==> config.mk <==
export PLATFORM = sky130hd
export DESIGN_NAME = wb_burst_master
export DESIGN_NICKNAME = d
export VERILOG_FILES = /design/src/rtl/wb_pkg.sv /design/src/rtl/wb_burst_master.sv
export SDC_FILE = /design/constraint.sdc
export NUM_CORES = 1
export LEC_CHECK = 0
export CAP_MARGIN = 20
export CORE_MARGIN = 8
export CORE_UTILIZATION = 33
export CTS_BUF_LIST = sky130_fd_sc_hd__clkbuf_8 sky130_fd_sc_hd__clkbuf_16
export DETAILED_ROUTE_END_ITERATION = 10
export PLACE_DENSITY = 0.85
export SETUP_SLACK_MARGIN = 0.5
export SLEW_MARGIN = 20
export SYNTH_ARGS = -nofsm -noshare
export SYNTH_HDL_FRONTEND = slang
export SYNTH_SLANG_ARGS = --single-unit
==> constraint.sdc <==
create_clock -name clk -period 1.64 [get_ports clk]
set_input_delay 0.492 -clock clk [delete_from_list [all_inputs] [get_ports clk]]
set_output_delay 0.492 -clock clk [all_outputs]
set_load 0.02 [all_outputs]
**Run 1: PDN straps and rails**

Scale bar: 20 µm. Pins as bars on the die edge.
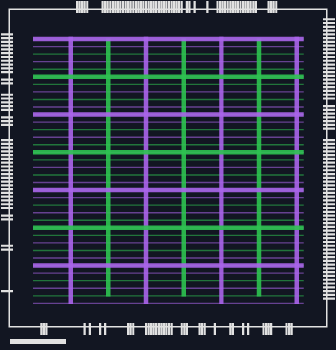
[green] VDD
[purple] VSS
met1 rails: 36
rows: 35
met4 straps: 7
Die Width: 114 µm
VDD IR-drop max: 1.16 mV
Die Span Y: 114 µm
core outline area: 0.00928 mm²

**Run 1: placed cells, one colour a class**

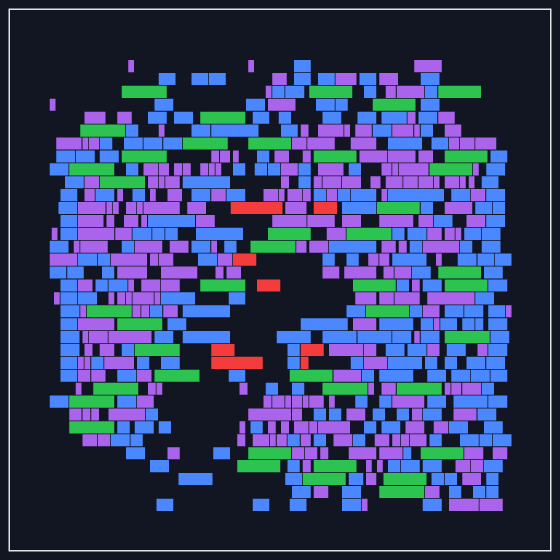
[blue] remaining buffers and delay cells | cells: 228
[green] sequential cells | cells: 41
[red] clock drivers and dummy loads | cells: 8
[purple] remaining logic cells | cells: 243
Post-Route Utilization: 64.6%
sequential cell area share: 17.5%

**Run 1: routed clock nets over the placement**

Scale bar: 20 µm.
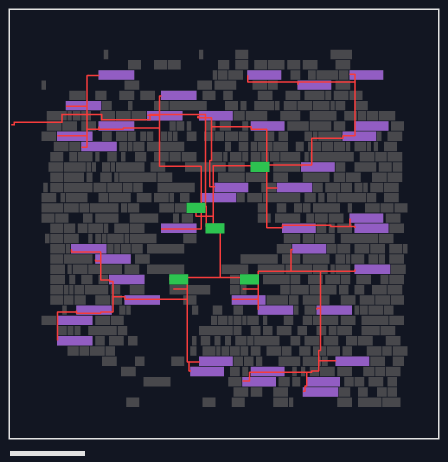
[green] clock-net drivers | count: 5
[purple] flip-flops | count: 41
[red] clock wires | length: 673 µm
routed clock nets: 6
flops lie: all over the die
Late-Pin Clk Latency: 0.30 ns
share of power burned in the clock network: 7.9%
Clock Skews: 0.0191 ns
clock network power consumption: 1000 µW

==> out/qor_table.md, run 1 <==
| Step | Quantity | Reported |
| --- | --- | --- |
| final layout | Area used by sequential logic in the layout | 0.00105 mm² |
| worst setup path | Stages on worst setup path | 5 |
| grt | Wire length of the first global-routing pass | 19600 µm |
| final layout | Area Growth Syn to Fin | 89.9% |
| timing | Portion of the clock cycle consumed by the worst path in the final layout | 126% |
| timing | Setup violators final | 34 |
| final layout | Count of filler cells inserted in the layout | 713 |
| route | Sum of met2 wire segment lengths after detailed routing | 7230 µm |
| logic synthesis | Share of flip-flops with an asynchronous set or reset | 100% |
| route | Drc violations | 0 |
| route | Average routed wire per standard cell | 21.0 µm |
| final layout | Layout sequential cell count | 41 |
| timing | Post-Route Hold Slack | 0.483 ns |
| status | Violations in the final reports | setup timing |
| timing | Worst-case setup margin in the final layout | -0.431 ns |
| placement | Total of buffers placed on input and output ports | 82 |
| logic synthesis | Share of synthesized area spent on multiplexers | 0.634% |
| status | Outcome | complete, but fails checks |
| power and ir drop | Total leakage power | 0.00252 µW |
| clock network | Clock sinks | 41 |
| final layout | Net total in the final layout | 626 |
| clock network | Clock-pin slew of the registers on the worst-case setup and hold paths | 0.08 ns |
| final layout | Final non-clock buffer share | 41.5% |
| grt | Via count of the first global-routing pass | 3702 |
| worst hold path | Worst hold path stage count | 2 |
| clock network | Clock tree buffer depth | 2 |
| logic synthesis | Average cell area after synthesis | 8.49 µm² |
| route | DR WL met3 | 946 µm |
| worst setup path | Worst setup EP type | output pin |
| die | Die Outline Area | 0.0130 mm² |
| power and ir drop | Total power | 12700 µW |
==> inputs of run 2 (changes only) <==
Settings changed: MAX_ROUTING_LAYER from default to met4.
**Run 2: placed cells, one colour a class**

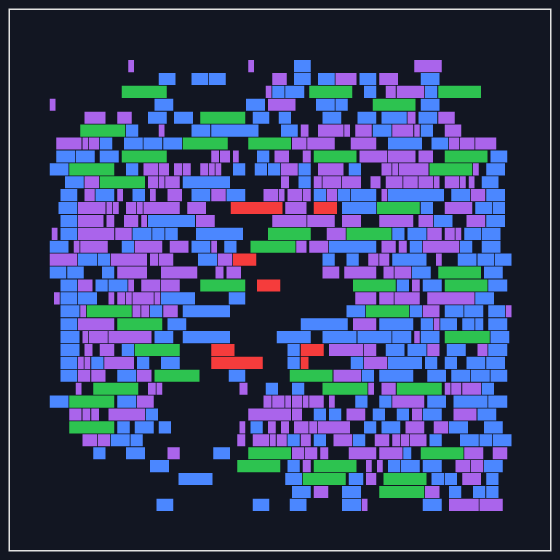
[red] clock drivers and dummy loads | cells: 8
[purple] remaining logic cells | cells: 243
[blue] remaining buffers and delay cells | cells: 229
[green] sequential cells | cells: 41
sequential cell area share: 17.5%
FP Rows: 35

==> out/qor_table.md, run 2 <==
| Step | Quantity | Reported | Delta |
| --- | --- | --- | --- |
| status | Outcome | complete, but fails checks |  |
| status | Violations in the final reports | setup timing |  |
| final layout | Area used by sequential logic in the layout | 0.00105 mm² | unchanged |
| final layout | Post-Route Utilization | 64.7% | +0.081 points |
| timing | Setup violators final | 33 | -2.9% |
| worst setup path | Worst setup EP type | output pin |  |
| power and ir drop | VDD IR-drop max | 1.15 mV | -0.34% |
| flow run | Number of violations of the max-capacitance limit | 0 |  |
| worst setup path | Stages on worst setup path | 5 | unchanged |
| timing | Clock Skews | 0.0196 ns | +0.000530 ns |
| final layout | Layout sequential cell count | 41 | unchanged |
| power and ir drop | Total power | 12800 µW | +0.26% |
| power and ir drop | Share of power burned in the clock network | 7.9% | about the same |
| route | Average routed wire per standard cell | 21.1 µm | +0.31% |
| clock network | Clock-pin slew of the registers on the worst-case setup and hold paths | 0.09 ns | about the same |
| route | Drc violations | 0 | unchanged |
| route | DR WL met3 | 697 µm | -26% |
| clock network | Resize count post-CTS | 363 |  |
| clock network | Clock tree buffer depth | 2 | unchanged |
| clock network | Late-Pin Clk Latency | 0.31 ns | about the same |
| power and ir drop | Clock network power consumption | 1010 µW | about the same |
| worst hold path | Worst hold path stage count | 2 | unchanged |
| final layout | Count of filler cells inserted in the layout | 712 | -0.14% |
| die | Die Width | 114 µm | unchanged |
| route | Sum of met2 wire segment lengths after detailed routing | 7290 µm | +0.77% |
| timing | Worst-case setup margin in the final layout | -0.429 ns | +0.00144 ns |
| grt | Via count of the first global-routing pass | 3690 | -0.32% |
| die | Die Outline Area | 0.0130 mm² | unchanged |
| logic synthesis | Share of synthesized area spent on multiplexers | 0.634% | unchanged |
| placement | Total of buffers placed on input and output ports | 82 | unchanged |
| die | Die Span Y | 114 µm | unchanged |
| final layout | Area Growth Syn to Fin | 90.1% |  |
| clock network | Clock sinks | 41 | unchanged |
Power is estimated from default activity; no workload was simulated.
